### src/rtl/req_grant_arbiter.sv
// rtl/req_grant_arbiter.sv - N-way request/grant arbiter with registered one-hot grant and hold timeout
//
// Purpose: shares one resource among N requesters. A winner is chosen by a
// priority-encode stage. The winner holds a registered one-hot grant until it
// drops its request, or until it has held the grant for MAX_HOLD cycles.
//
// Ports:
//   clk        in   1      rising-edge clock
//   rst_n      in   1      asynchronous active-low reset
//   req        in   N      level request per requester
//   gnt        out  N      one-hot grant, registered
//   gnt_valid  out  1      |gnt, registered
//   gnt_idx    out  IDX_W  binary index of granted requester, registered
//   timeout    out  1      1-cycle pulse when a grant is revoked at MAX_HOLD
//
// Option macro ROUND_ROBIN_EN: when defined, the search starts at rr_ptr
// (last granted index + 1) and ascends with wrap. When undefined, the
// highest set index wins.

module req_grant_arbiter #(
    parameter int N        = 8,
    parameter int IDX_W    = $clog2(N),
    parameter int MAX_HOLD = 16
) (
    input  logic             clk,
    input  logic             rst_n,
    input  logic [N-1:0]     req,
    output logic [N-1:0]     gnt,
    output logic             gnt_valid,
    output logic [IDX_W-1:0] gnt_idx,
    output logic             timeout
);

    localparam int               HCW       = $clog2(MAX_HOLD) + 1;
    localparam logic [HCW-1:0]   HOLD_LAST = HCW'(MAX_HOLD - 1);
    localparam logic [N-1:0]     ONE_HOT0  = N'(1);

    typedef enum logic {
        IDLE,
        GRANT
    } state_t;

    state_t           state;
    state_t           state_nx;
    logic [HCW-1:0]   hold_cnt;
    logic [HCW-1:0]   hold_cnt_nx;
    logic [N-1:0]     gnt_nx;
    logic [IDX_W-1:0] idx_nx;
    logic             timeout_nx;
    logic             take;

    logic [N-1:0]     cand;
    logic [IDX_W-1:0] win_idx;
    logic             win_found;
    logic             holder_req;

`ifdef ROUND_ROBIN_EN
    logic [IDX_W-1:0] rr_ptr;
    logic [IDX_W-1:0] rr_ptr_nx;
`endif

    // gnt is zero in IDLE, and the holder's own req bit is zero on release,
    // so masking with ~gnt only matters for the timeout case, where the
    // holder must be excluded from re-arbitration.
    assign cand       = req & ~gnt;
    assign holder_req = req[gnt_idx];

    // Priority encoder. Within the loop the last assignment wins.
    always_comb begin
        win_found = |cand;
        win_idx   = '0;
`ifdef ROUND_ROBIN_EN
        // Scanning offsets downward leaves the smallest offset from rr_ptr
        // as the winner. The index wraps mod N because N is a power of 2.
        for (int i = N - 1; i >= 0; i--) begin
            if (cand[rr_ptr + IDX_W'(i)]) begin
                win_idx = rr_ptr + IDX_W'(i);
            end
        end
`else
        for (int i = 0; i < N; i++) begin
            if (cand[i]) begin
                win_idx = IDX_W'(i);
            end
        end
`endif
    end

    always_comb begin
        state_nx    = state;
        gnt_nx      = gnt;
        idx_nx      = gnt_idx;
        timeout_nx  = 1'b0;
        hold_cnt_nx = hold_cnt;
        take        = 1'b0;
`ifdef ROUND_ROBIN_EN
        rr_ptr_nx   = rr_ptr;
`endif
        case (state)
            IDLE: begin
                if (win_found) begin
                    take = 1'b1;
                end
            end
            GRANT: begin
                if (!holder_req) begin
                    if (win_found) begin
                        take = 1'b1;
                    end else begin
                        state_nx    = IDLE;
                        gnt_nx      = '0;
                        idx_nx      = '0;
                        hold_cnt_nx = '0;
                    end
                end else if (hold_cnt == HOLD_LAST) begin
                    timeout_nx = 1'b1;
                    if (win_found) begin
                        take = 1'b1;
                    end else begin
                        // Nobody else is waiting, so the holder is re-granted
                        // and its hold window restarts.
                        hold_cnt_nx = '0;
`ifdef ROUND_ROBIN_EN
                        rr_ptr_nx   = gnt_idx + 1'b1;
`endif
                    end
                end else if (hold_cnt < HOLD_LAST) begin
                    hold_cnt_nx = hold_cnt + 1'b1;
                end
            end
            default: begin
                state_nx = IDLE;
                gnt_nx   = '0;
                idx_nx   = '0;
            end
        endcase

        if (take) begin
            state_nx    = GRANT;
            gnt_nx      = ONE_HOT0 << win_idx;
            idx_nx      = win_idx;
            hold_cnt_nx = '0;
`ifdef ROUND_ROBIN_EN
            rr_ptr_nx   = win_idx + 1'b1;
`endif
        end
    end

    always_ff @(posedge clk or negedge rst_n) begin
        if (!rst_n) begin
            state     <= IDLE;
            gnt       <= '0;
            gnt_valid <= 1'b0;
            gnt_idx   <= '0;
            timeout   <= 1'b0;
            hold_cnt  <= '0;
        end else begin
            state     <= state_nx;
            gnt       <= gnt_nx;
            gnt_valid <= |gnt_nx;
            gnt_idx   <= idx_nx;
            timeout   <= timeout_nx;
            hold_cnt  <= hold_cnt_nx;
        end
    end

`ifdef ROUND_ROBIN_EN
    always_ff @(posedge clk or negedge rst_n) begin
        if (!rst_n) begin
            rr_ptr <= '0;
        end else begin
            rr_ptr <= rr_ptr_nx;
        end
    end
`endif

endmodule

### config.mk
export PLATFORM = sky130hd
export DESIGN_NAME = req_grant_arbiter
export DESIGN_NICKNAME = d
export VERILOG_FILES = /design/src/rtl/req_grant_arbiter.sv
export SDC_FILE = /design/constraint.sdc
export NUM_CORES = 1
export LEC_CHECK = 0
export ABC_AREA = 1
export ABC_CLOCK_PERIOD_IN_PS = 3300
export CORE_MARGIN = 2
export CORE_UTILIZATION = 50
export DETAILED_ROUTE_END_ITERATION = 7
export PLACE_DENSITY_LB_ADDON = 0.15
export SLEW_MARGIN = 20
export SYNTH_ARGS = -nofsm -noshare
export SYNTH_HDL_FRONTEND = slang
export SYNTH_SLANG_ARGS = --single-unit
### constraint.sdc
create_clock -name clk -period 3.3 [get_ports clk]
set_input_delay 0.495 -clock clk [delete_from_list [all_inputs] [get_ports clk]]
set_output_delay 0.495 -clock clk [all_outputs]
set_load 0.01 [all_outputs]
==> impl_metrics.json, run 1 <==
{
  "outcome": "completed",
  "top_cell_area_share_pct": 36.61,
  "cp_max_fo": 4,
  "antenna_found_initial": 0,
  "r2r_slack_ps": 1450,
  "cp-start-kind": "input port",
  "synth-async-reset-ratio_pct": 100.0,
  "ys_ff": 19,
  "fin_hold_ws_ps": 572.4,
  "wire_per_inst_um": 12.43,
  "p_seq_share_pct": 29.9,
  "tool_warnings": 26,
  "finClkSkew_ps": 2.552,
  "synthToLayoutAreaGrowth_pct": 21.97,
  "finish.net_count": 217,
  "combPwrFrac_pct": 59.9,
  "regToRegEndpoint": "gnt_valid",
  "num_rows": 18,
  "hold_path.class": "flip-flop to flip-flop",
  "drive_above_1_share_pct": 19.51,
  "grt_pass1_wl_um": 4733,
  "internal_power_mw": 0.6233,
  "synth-main-ff-cell": "dfrtp_1",
  "synth.distinct_cells": 27,
  "grt-ovfl-total": 0,
  "cts.sinks": 19,
  "p_sw_share_pct": 48.34,
  "drc": 0,
  "grt_setup_unrepaired": "no",
  "finalCriticalPeriod_ps": 1921,
  "vdd_drop_max_uv": 485.5,
  "worstSetupPathType": "input port to flip-flop",
  "area_leaders": "dfrtp_1, nand2_1, inv_1",
  "chipHeight_um": 54.97,
  "fmax_ghz": 0.5205,
  "cts_buffers": 3,
  "wl_um": 2921,
  "p_total_mw": 1.207,
  "postCtsHoldBufs": 0,
  "r2r_cells": 12,
  "syn-num-nets": 190,
  "synth_area_per_cell_um2": 7.256,
  "setup_viol": 0,
  "drt-initial-drc-count": 28,
  "synth-edff-count": 0,
  "cap_violations": 0,
  "yosysCellCount": 179,
  "yosys_warnings": 0,
  "synthMostInstantiatedCell": "nand2_1",
  "end_kind": "flip-flop",
  "ant_nets": 0,
  "slew_viol_final": 0,
  "die_w_um": 54.97,
  "yosysSeqAreaShare_pct": 36.61,
  "globalRouteTotalUtil_pct": 22.52,
  "cts_tree": "built",
  "clk_latency_ps": 300,
  "finalSetupTns_ps": 0,
  "clockRootBuffer": "clkbuf_4",
  "grt_max_degree": 20,
  "crit_required_ps": 3500,
  "worst_pin_slew_ps": 882.3,
  "p_leak_nw": 0.8560,
  "yosys_area_mm2": 0.001299,
  "via_count": 1178,
  "diodes": 0,
  "first_pass_iters": 4,
  "floorplan.core_util_pct": 52.42,
  "grt_pass1_vias": 1061,
  "power_density_mw_per_mm2": 761.7,
  "post_cts_resized": 0,
  "dpl.hpwl_um": 2286,
  "clkPwrFrac_pct": 10.2,
  "clockBufferDepth": 2,
  "common_cells": "nand2_1, inv_1, dfrtp_1, nor2_1, nand3_1",
  "synth_cells": 179,
  "rr_startpoint": "hold_cnt[1]",
  "port_buffers": 22,
  "endpoint": "gnt_valid",
  "max-slew-margin-rel_pct": 41.00,
  "finalCritPeriodShare_pct": 58.22,
  "gp_congestion": 0.8464,
  "dieArea_mm2": 0.003021,
  "power.switching_mw": 0.5833,
  "clkTransAtPathRegs_ps": 110,
  "via_per_inst": 5.013,
  "core_area_mm2": 0.002477,
  "post_cts_buffers": 0,
  "synth_area_mm2": 0.001299,
  "top_area_cell": "dfrtp_1",
  "io_pins": 23,
  "cp-startpoint": "req[4]",
  "hold_viol_final": 0,
  "cp.arrival_ps": 2130,
  "cts_max_level": 1
}
-- run 1: worst max-delay path: stages --
cell             delay, ps
clkdlybuf4s50_1        500
nand2_2                110
nand2_1                 80
inv_1                   40
a21oi_1                300
inv_1                  100
nand2_1                 90
nor2_1                  60
nor2_2                 120
nand2_1                 70
nor2_1                 100
nand2_1                 60
-- run 1: kinds of logic after synthesis --
| kind of cell | synth area share (%) |
|---|---|
| and+or+nand+nor | 42.20 |
| buffers and inverters | 12.43 |
| DFF | 36.61 |
| AOI/OAI and AO/OA | 7.130 |
| xor gates and xnor gates | 0.6745 |
| adders and majority gates | 0.9632 |
-- run 1: flip-flops by register name (all words and copies together), names as in the netlist --
| signal | cells |
|---|---|
| gnt | 8 |
| hold_cnt | 5 |
| gnt_valid | 1 |
| gnt_idx | 3 |
| timeout | 1 |
| state | 1 |
-- run 1: placed cells by master, fill, tap and decap left out --
cell             instances
xor2_1                   1
nand3_4                  1
ha_1                     1
clkinv_2                 1
a21oi_1                  6
nor2_4                   1
a21boi_0                 1
nor2_8                   1
o21ai_1                  2
inv_1                   36
inv_2                    3
nand3_1                 12
nand3_2                  4
o21ai_0                  6
nor2_1                  19
dfrtp_1                 19
nand2_2                 11
inv_6                    1
inv_4                    1
nor3_1                   2
o21ai_2                  1
or2_2                    1
nand2_1                 37
nand2_4                  2
clkdlybuf4s50_1         22
nor3_4                   1
clkbuf_4                 3
o22ai_1                  1
nand4_4                  1
nor2_2                   7
-- run 1: final cells by class --
cell class	instances	area, um^2
repair buffers	22	220.2
well taps	30	37.54
inverters	41	161.4
clock buffers	3	22.52
clock inverters	1	5.005
multi-input cells	119	661.9
flip-flops and latches	19	475.5
fillers	235	893.4
-- run 1: layer usage --
layer | GRT usage [%] | share of wire (%)
met5 | 0 | 0
met4 | 8.537 | 1.4
met3 | 3.226 | 5.9
met2 | 33.13 | 44
met1 | 33.39 | 49
-- run 1: worst min-delay path by stage --
stage	start	endpoint	slack, ps	cells past startpoint
floorplan	rst_n	gnt[0]	200	0
global placement	hold_cnt[3]	hold_cnt[3]	540	2
detailed placement	gnt[6]	gnt[6]	550	2
CTS	gnt[6]	gnt[6]	580	2
global route	hold_cnt[4]	hold_cnt[4]	620	2
finish	gnt[6]	gnt[6]	570	2
-- run 1: through the flow --
stage	area (um^2)	util, %	setup WS (ps)	std cells
CTS	1584	63.94	1443	235
finish	1584	63.94	1379	235
global route	1584	63.94	1280	235
floorplan	1299	-	1722	179
global placement	1556	62.83	1156	231
detailed placement	1556	62.83	1117	231
-- run 1: power groups by stage --
stage	registers (mW)	clock network, mW	logic (mW)
finish	0.361	0.123	0.723
floorplan	0.379	0	0.475
CTS	0.360	0.125	0.725
global route	0.372	0.135	0.816
detailed placement	0.365	0	0.721
global placement	0.363	0	0.704
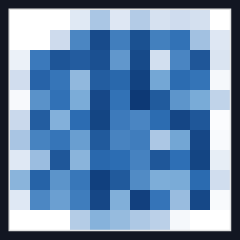
run_1/density.png
(4 px per um) The die is cut into 11 by 11 equal tiles; white is low, dark blue is high, 0 to 100% covered.
densest ninth of the die: center
tiles over 75% full: 29%
emptiest ninth of the die: upper left
nearly empty tiles: 9.9%

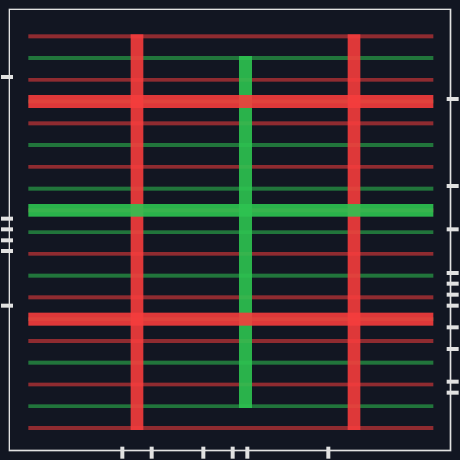
run_1/pdn.png
(8 px per um) Pins as bars on the die edge.
| net | color |
|---|---|
| VSS | red |
| VDD | green |
met4 straps: 3
rows: 18
met5 straps: 3

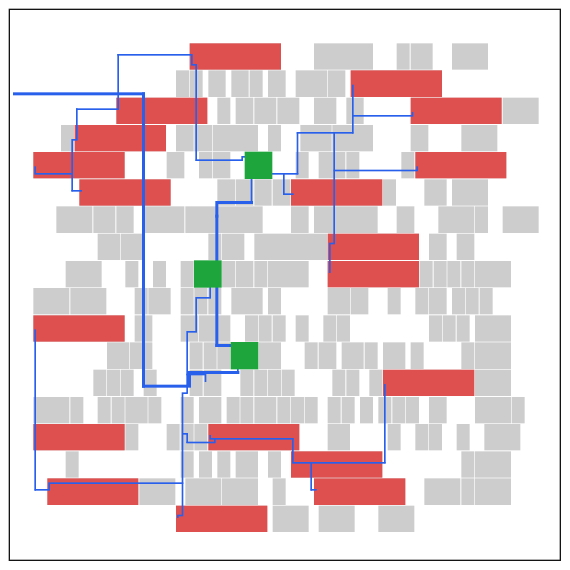
run_1/clock_map.png
(10 px per um)
[cells driving clock nets] green | count: 3
[flip-flops] red | count: 19
[clock wires] blue | length: 275 um
routed clock nets: 4
flops lie: all over the die

run_1/metal_stack.png
(10 px per um) Two of the layers only.
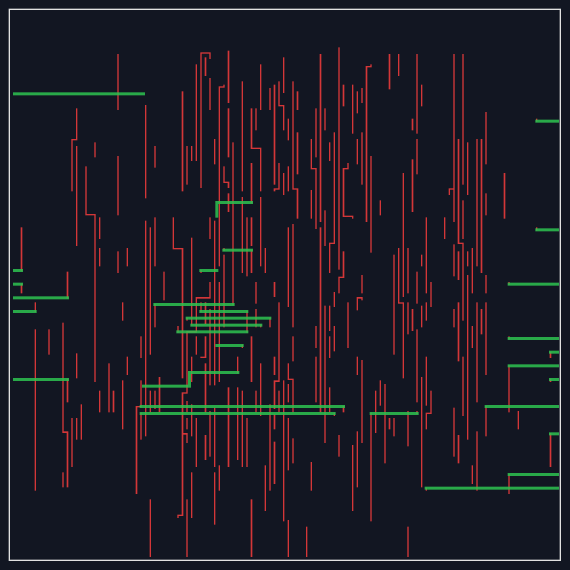

## Run 2: what changed since run 1
ABC_CLOCK_PERIOD_IN_PS = 1700   (was 3300)
CORE_UTILIZATION = 47   (was 50)
clock period = 1.7 ns   (was 3.3 ns; I/O delays follow)
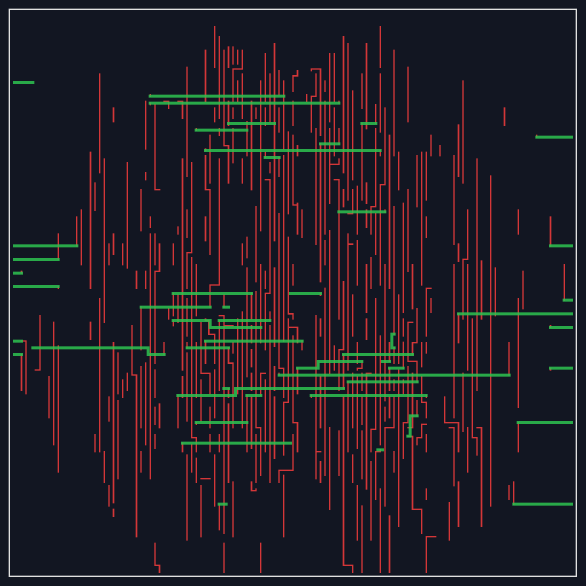
run_2/metal_stack.png
(10 px per um) Two of the layers only.
| layer | color | wire length |
|---|---|---|
| met3 | green | 278 um |
| met2 | red | 1880 um |

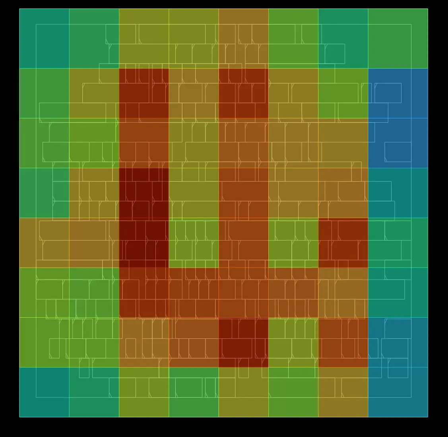
run_2/final_congestion.png
Wirelength per Cell: 14.85 um
final core occ: 76.85%

==> impl_metrics.json, run 2 <==
{
  "outcome": "finished with violations",
  "violations": "setup timing",
  "die_w_um": 56.57,
  "internal_power_mw": 1.797,
  "clockRootBuffer": "clkbuf_4",
  "gp_congestion": 0.9117,
  "synth-main-ff-cell": "dfrtp_1",
  "setup_ws_ps": -90.14,
  "synth_area_mm2": 0.001299,
  "path_cells": "ha_4, nand2_4, nor3_4, nor2_2, nand3_4, nand2_8, clkinv_8, nor2_4, nor2_2, nand2_1, nor2_1, nand2_1",
  "cp.arrival_ps": 2000,
  "regToRegEndpoint": "gnt_valid",
  "finalCriticalPeriod_ps": 1790,
  "final_cell_mix": "inv_1, buf_4, nand2_1",
  "slew_viol_final": 0,
  "cp-start-kind": "flip-flop",
  "common_cells": "nand2_1, inv_1, dfrtp_1, nor2_1, nand3_1",
  "globalRouteTotalUtil_pct": 23.84,
  "drt-initial-drc-count": 100,
  "r2r_cells": 12,
  "finClkSkew_ps": 3.816,
  "grt-ovfl-total": 0,
  "power_density_mw_per_mm2": 1653,
  "finalCritPeriodShare_pct": 105.3,
  "setup_viol": 7,
  "hold_path.class": "input port to asynchronous set/reset pin",
  "synth_area_per_cell_um2": 7.256,
  "clkPwrFrac_pct": 7.3,
  "final_cells": 271,
  "dieArea_mm2": 0.003200,
  "grt_pass1_wl_um": 5975,
  "dp.cells": 255,
  "wl_um": 4023,
  "top_cell_area_share_pct": 36.61,
  "antenna_found_initial": 0,
  "crit_required_ps": 1910,
  "worstSetupPathType": "flip-flop to flip-flop",
  "dpl.hpwl_um": 2502,
  "yosys_warnings": 0,
  "first_pass_iters": 4,
  "grt_max_degree": 20,
  "clk_latency_ps": 310,
  "grt_pass1_vias": 1293,
  "fill_cells": 183,
  "p_seq_share_pct": 21.1,
  "via_count": 1410,
  "port_buffers": 22,
  "finalSetupTns_ps": -308.2,
  "ant_nets": 0,
  "largest_reg_flops": 8,
  "cpPeakStageDelay_ps": 420,
  "finish.net_count": 252,
  "yosysCellCount": 179,
  "yosys_area_mm2": 0.001299,
  "fmax_ghz": 0.5586,
  "drc": 0,
  "cap_violations": 0,
  "power.switching_mw": 1.616,
  "largest_register": "gnt",
  "chipHeight_um": 56.57
}
## run 2: kinds of logic after synthesis
logic type / after synthesis / share of synthesized area [%]
AND/OR/NAND/NOR: 100 / 42.20
buffers and inverters: 41 / 12.43
flip-flops: 19 / 36.61
AND-OR/OR-AND: 17 / 7.130
XOR/XNOR: 1 / 0.6745
adder cells (fa/ha/maj): 1 / 0.9632
## run 2: stage by stage
step                total power, mW  hold WS, ps  instance area (um^2)
finish                        3.413        260.6                  2064
global route                  3.650        277.8                  2064
CTS                           2.985        278.2                  1872
detailed placement            2.427        568.0                  1730
global placement              2.387        546.2                  1730
floorplan                     1.659       -40.59                  1299
## run 2: cell type report
type                    count  area, um^2  area share (%)
multi-input cells         119       843.3           40.85
clock buffers               3       22.52           1.091
repair inverters            1       8.758          0.4242
inverters                  41       173.9           8.424
clock inverters             1       5.005          0.2424
repair buffers             56       495.5           24.00
flip-flops and latches     19       476.7           23.09
well taps                  31       38.79           1.879
## run 2: repair_timing
| item | in CTS | in global routing |
|---|---|---|
| endpoints found under the setup margin | 5 | 13 |
| buffers inserted | 5 | 8 |
| resized | 13 | 39 |
| gates cloned | 0 | 1 |
| pin swaps | 10 | 20 |
## run 2: worst max-delay path, delay by kind of cell, from the launching register on
family                   cells  cell delay [ps]
flip-flops                   1              420
AND/OR/NAND/NOR             10             1030
adder cells (fa/ha/maj)      1              160
buffers and inverters        1               80
## run 2: power groups by stage
stage	sequential, mW	combinational [mW]	clock [mW]
6_report	0.721	2.44	0.248
2_1_floorplan	0.737	0.922	0
3_5_place_dp	0.711	1.72	0
5_1_grt	0.741	2.64	0.273
3_3_place_gp	0.705	1.68	0
4_1_cts	0.712	2.03	0.244
## run 2: how the worst max path moves through the flow
stage	start	end	slack (ps)
6_report	hold_cnt[0]	gnt_valid	-90
5_1_grt	hold_cnt[0]	gnt_valid	-200
4_1_cts	hold_cnt[0]	gnt[1]	-10
3_5_place_dp	req[5]	gnt_valid	-280
3_3_place_gp	req[4]	gnt_valid	-240
2_1_floorplan	hold_cnt[0]	gnt_valid	120
## run 2: routing by layer
metal | up-vias | wire (um) | GRT usage (%)
li1 | 665 | - | -
met1 | 661 | 1795 | 33.28
met2 | 75 | 1880 | 37.71
met3 | 9 | 278 | 3.456
met4 | 0 | 70 | 8.163
met5 | - | 0 | 0
No activity file was given, so power comes from the tool's default toggle rates.
